run_1/class_map.png
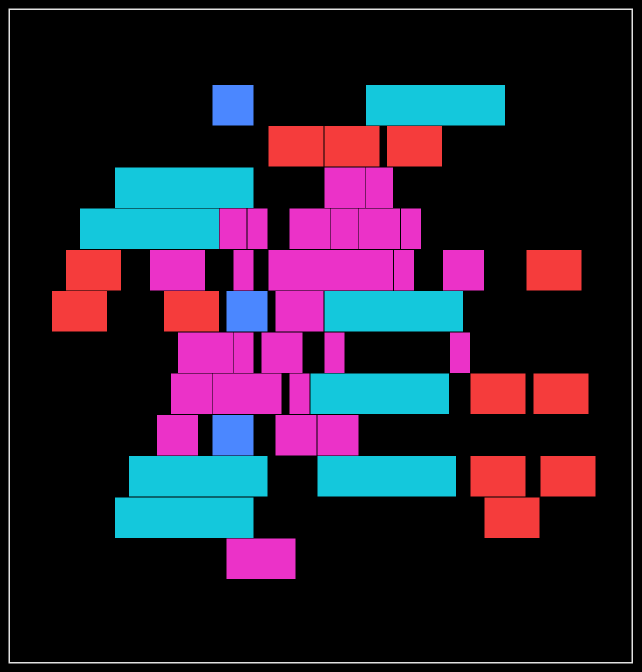
run_1/ff_map.png
Other sequential cells in the stronger gray, the rest of the logic in the fainter gray.
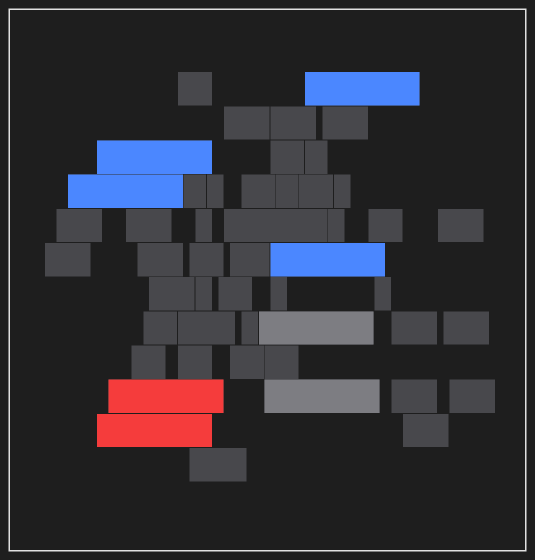
run_1/gates.png
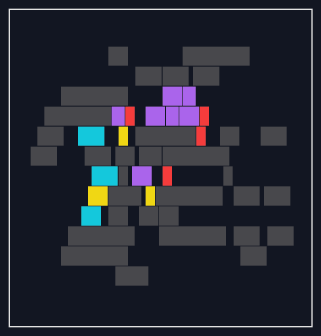
--- src/rtl/piso_shift_tx.sv ---
// Parallel-in serial-out transmitter: accepts a WIDTH-bit word on a valid/ready
// load, then shifts it out one bit per enabled clock and pulses done afterwards.
module piso_shift_tx #(
    parameter int WIDTH     = 4,
    parameter bit MSB_FIRST = 1'b1
) (
    input  logic             clk,
    input  logic             rst,
    input  logic             load_valid,
    output logic             load_ready,
    input  logic [WIDTH-1:0] pdata,
    input  logic             shift_en,
    output logic             dout,
    output logic             dout_valid,
    output logic             busy,
    output logic             done
);

    localparam int CNT_W = (WIDTH > 1) ? $clog2(WIDTH) : 1;
    localparam logic [CNT_W-1:0] LAST_CNT = CNT_W'(WIDTH - 1);

    typedef enum logic {
        IDLE  = 1'b0,
        SHIFT = 1'b1
    } state_t;

    state_t             state_reg, state_next;
    logic [WIDTH-1:0]   shreg_reg, shreg_next;
    logic [CNT_W-1:0]   cnt_reg, cnt_next;
    logic               done_reg, done_next;
    logic [WIDTH-1:0]   shreg_shifted;
    logic               out_bit;

    // Output end and shift direction depend on bit order; vacated bits fill with 0.
    generate
        if (MSB_FIRST) begin : g_msb
            assign out_bit       = shreg_reg[WIDTH-1];
            assign shreg_shifted = {shreg_reg[WIDTH-2:0], 1'b0};
        end else begin : g_lsb
            assign out_bit       = shreg_reg[0];
            assign shreg_shifted = {1'b0, shreg_reg[WIDTH-1:1]};
        end
    endgenerate

    always_ff @(posedge clk or posedge rst) begin
        if (rst) begin
            state_reg <= IDLE;
            shreg_reg <= '0;
            cnt_reg   <= '0;
            done_reg  <= 1'b0;
        end else begin
            state_reg <= state_next;
            shreg_reg <= shreg_next;
            cnt_reg   <= cnt_next;
            done_reg  <= done_next;
        end
    end

    always_comb begin
        state_next = state_reg;
        shreg_next = shreg_reg;
        cnt_next   = cnt_reg;
        done_next  = 1'b0;
        case (state_reg)
            IDLE: begin
                if (load_valid) begin
                    shreg_next = pdata;
                    cnt_next   = '0;
                    state_next = SHIFT;
                end
            end
            SHIFT: begin
                if (shift_en) begin
                    if (cnt_reg == LAST_CNT) begin
                        state_next = IDLE;
                        shreg_next = '0;
                        done_next  = 1'b1;
                    end else begin
                        shreg_next = shreg_shifted;
                        cnt_next   = cnt_reg + 1'b1;
                    end
                end
            end
            default: state_next = IDLE;
        endcase
    end

    // All outputs decode registered state only, so dout has no input-to-output path.
    assign busy       = (state_reg == SHIFT);
    assign dout_valid = busy;
    assign load_ready = (state_reg == IDLE);
    assign dout       = busy & out_bit;
    assign done       = done_reg;

endmodule

--- config.mk ---
export PLATFORM = sky130hd
export DESIGN_NAME = piso_shift_tx
export DESIGN_NICKNAME = d
export VERILOG_FILES = /design/src/rtl/piso_shift_tx.sv
export SDC_FILE = /design/constraint.sdc
export NUM_CORES = 1
export LEC_CHECK = 0
export CAP_MARGIN = 40
export CORE_AREA = 2 2 39 41
export CTS_CLUSTER_SIZE = 28
export DETAILED_ROUTE_END_ITERATION = 7
export DIE_AREA = 0 0 41 43
export PLACE_DENSITY = 0.53
export SLEW_MARGIN = 20
export SYNTH_ARGS = -nofsm -noshare
export SYNTH_HDL_FRONTEND = slang
export SYNTH_SLANG_ARGS = --single-unit
--- constraint.sdc ---
create_clock -name clk -period 2.1 [get_ports clk]
set_input_delay 0.21 -clock clk [delete_from_list [all_inputs] [get_ports clk]]
set_output_delay 0.21 -clock clk [all_outputs]
set_load 0.02 [all_outputs]
==> impl_metrics.ini, run 1 <==
; generated from flow reports
[global_route]
grt-ovfl-total = 0
use_met2_pct = 12.2
grt_pass1_vias = 278
track_usage_pct = 9.86
use_met3_pct = 3.14

[finish]
stdcell_area_um2 = 552
antennaDiodeCount = 0
clock_buffers = 3
logic_area_um2 = 181

[power_and_ir_drop]
p_comb_w = 0.000290
p_clk_w = 0.000117
power_switching_w = 0.000235
p_leak_nw = 0.251
p_int_w = 0.000435
ir_drop_v = 0.000447

[drt]
vias = 311
ant_nets = 0
drtPass1Iterations = 4
wl_met2_um = 308
met1_length_um = 344

[critical_path]
cp_max_fo = 10
reg2reg_depth = 4
cp_data_arrival_time_ns = 1.59
cp-end-kind = output pin

[synthesis]
synthCells = 36
edf_count = 0
yosysTopAreaCellShare_pct = 49.1

[final_timing]
finalSetupTns_ns = 0
hold_viol = 0

[flow_run]
warning_count = 27

[outcome]
status = finished clean

[place]
numPortBuffers = 12
placed_cells = 62

[clocking]
cts_root_buffer = clkbuf_4
cts_setup_buffers = 0
numCtsBuffers = 3
-- class_map.png (at the start) --
magenta -> remaining logic cells  # cells 26
cyan -> registers  # cells 8
red -> remaining buffers and delay cells  # cells 12
blue -> clock-net drivers  # cells 3
Core Rows: 14
sequential share of cell area: 36.3%
core area: 1380 um2

-- ff_map.png (at the start) --
red -> cnt_reg  # flops 2
blue -> shreg_reg  # flops 4
final core occ: 39.9%
P_seq: 0.000263 W
flip-flop and latch area: 200 um2

-- gates.png (at the start) --
purple -> aoi and oai cells  # cells 7
cyan -> non-inverting ao/oa cells  # cells 3, most used a32o_1
yellow -> nor cells  # cells 3, most used nor2_1
red -> nand cells  # cells 4, most used nand2_1
logic share of the area: 32.9%
fin cells: 65
most frequent logic cell in the layout: clkdlybuf4s50_1

==> run 1: cells by family after synthesis <==
family                   share of synthesized area (%)
AND/OR/NAND/NOR                                   15.0
AND-OR/OR-AND                                     17.8
flip-flops                                        49.1
buffers and inverters                             6.44
adder cells (fa/ha/maj)                           6.13
multiplexers                                      5.52
==> run 1: how the worst max path moves through the flow <==
stage	cells past startpoint	startpoint	to	slack (ns)
2_1_floorplan	4	busy	cnt_reg[1]	0.86
3_3_place_gp	2	busy	dout	0.58
6_report	2	busy	dout	0.30
3_5_place_dp	2	busy	dout	0.56
5_1_grt	2	busy	dout	0.22
4_1_cts	2	busy	dout	0.29
==> run 1: critical path, stage by stage (launching register included) <==
cell and delay (ns):
dfrtp_1 0.54, and2_2 0.21, clkdlybuf4s50_1 0.59
==> inputs of run 2 (changes only) <==
--- a/config.mk
+++ b/config.mk
@@ -10,6 +10,7 @@
 export CTS_CLUSTER_SIZE = 28
 export DETAILED_ROUTE_END_ITERATION = 7
 export DIE_AREA = 0 0 41 43
+export HOLD_SLACK_MARGIN = 0.15
 export PLACE_DENSITY = 0.53
 export SLEW_MARGIN = 20
 export SYNTH_ARGS = -nofsm -noshare
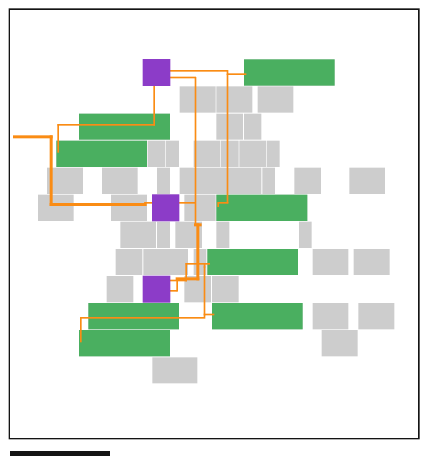
run_2/clock_wires.png
Scale bar: 10 um.
purple -> clock-net drivers  # count 3
green -> flip-flops  # count 8
orange -> clock wires  # length 123 um
routed clock nets = 4
Clock net power: 0.000117 W
worst clock skew: 0.00401 ns

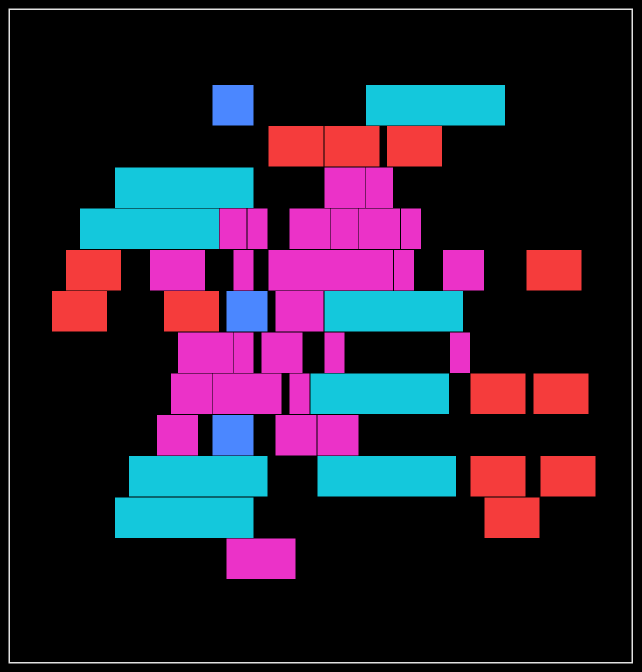
run_2/class_map.png
magenta -> remaining logic cells  # cells 26
cyan -> registers  # cells 8
blue -> clock-net drivers  # cells 3
red -> remaining buffers and delay cells  # cells 12
cell area after layout: 552 um2

==> run 2 against run 1 <==
Register-to-register slack barely moved. Synthesized cell count did not move. Via count did not move. Combinational power barely moved. Sequential power barely moved. Largest power group unchanged. Cell area did not move. Clock power barely moved. Largest cell class unchanged.
==> impl_metrics.ini, run 2 <==
; generated from flow reports
[critical_path]
path_delay_family = buffers and inverters
worst-path-stages = 2
slowest_stage = clkdlybuf4s50_1
crit_end = dout
cp-end-kind = output pin
cp-start-kind = register
crit_chain = and2_2, clkdlybuf4s50_1
cpPeakStageDelay_ns = 0.59
reg2reg_depth = 4
cp_data_arrival_time_ns = 1.59

[synthesis]
ys_sh_adder_pct = 6.13
mux_area_share_pct = 5.52
edf_count = 0
yosysTopAreaCellShare_pct = 49.1
xor_area_share_pct = 0
synth-simple-area-share_pct = 15.0
synthCells = 36
top_logic_kind = AND-OR/OR-AND gates

[floorplanning]
die_h_um = 43
rows = 14
coreArea_um2 = 1380

[finish]
clock_buffers = 3
seq_area_um2 = 200
sh_seq_area_pct = 36.3
comb_area_share_pct = 32.9

[power_and_ir_drop]
p_leak_nw = 0.251
ir_drop_v = 0.000447

[global_route]
use_met1_pct = 13.4
grt_pass1_vias = 278
use_met3_pct = 3.14
use_met2_pct = 12.2
track_usage_pct = 9.86

[place]
numPortBuffers = 12

[outcome]
status = finished clean

[final_timing]
hold_viol = 0
slew_violations = 0
finalSetupTns_ns = 0

[drt]
ant_nets = 0
drtPass1Iterations = 4
vias = 311
wl_met2_um = 308

[flow_run]
warning_count = 27

[clocking]
cts_tree = done
numCtsBuffers = 3
cts_setup_buffers = 0
cts_root_buffer = clkbuf_4

[hold_path]
hold_class = in2async
-- run 2: cell counts after synthesis --
No cell type changed its count.
-- run 2: through the flow --
step | power, W | std cells | utilization (%) | hold WS [ns]
after floorplan | 0.000467 | 36 | - | 0.0257
after global placement | 0.000548 | 62 | 38.2 | 0.470
after detailed placement | 0.000560 | 62 | 38.2 | 0.476
after CTS | 0.000679 | 65 | 39.9 | 0.218
after global routing | 0.000724 | 65 | 39.9 | 0.230
final | 0.000670 | 65 | 39.9 | 0.202
-- run 2: power by group --
part / switching [W] / leakage (nW) / internal [W]
Sequential: 0.0000517 / 0.0991 / 0.000212
Clock: 0.0000514 / 0.0138 / 0.0000653
Combinational: 0.000132 / 0.138 / 0.000159
Total: 0.000235 / 0.251 / 0.000435
Power figures rest on the tool's default switching activity, not on a simulated workload.
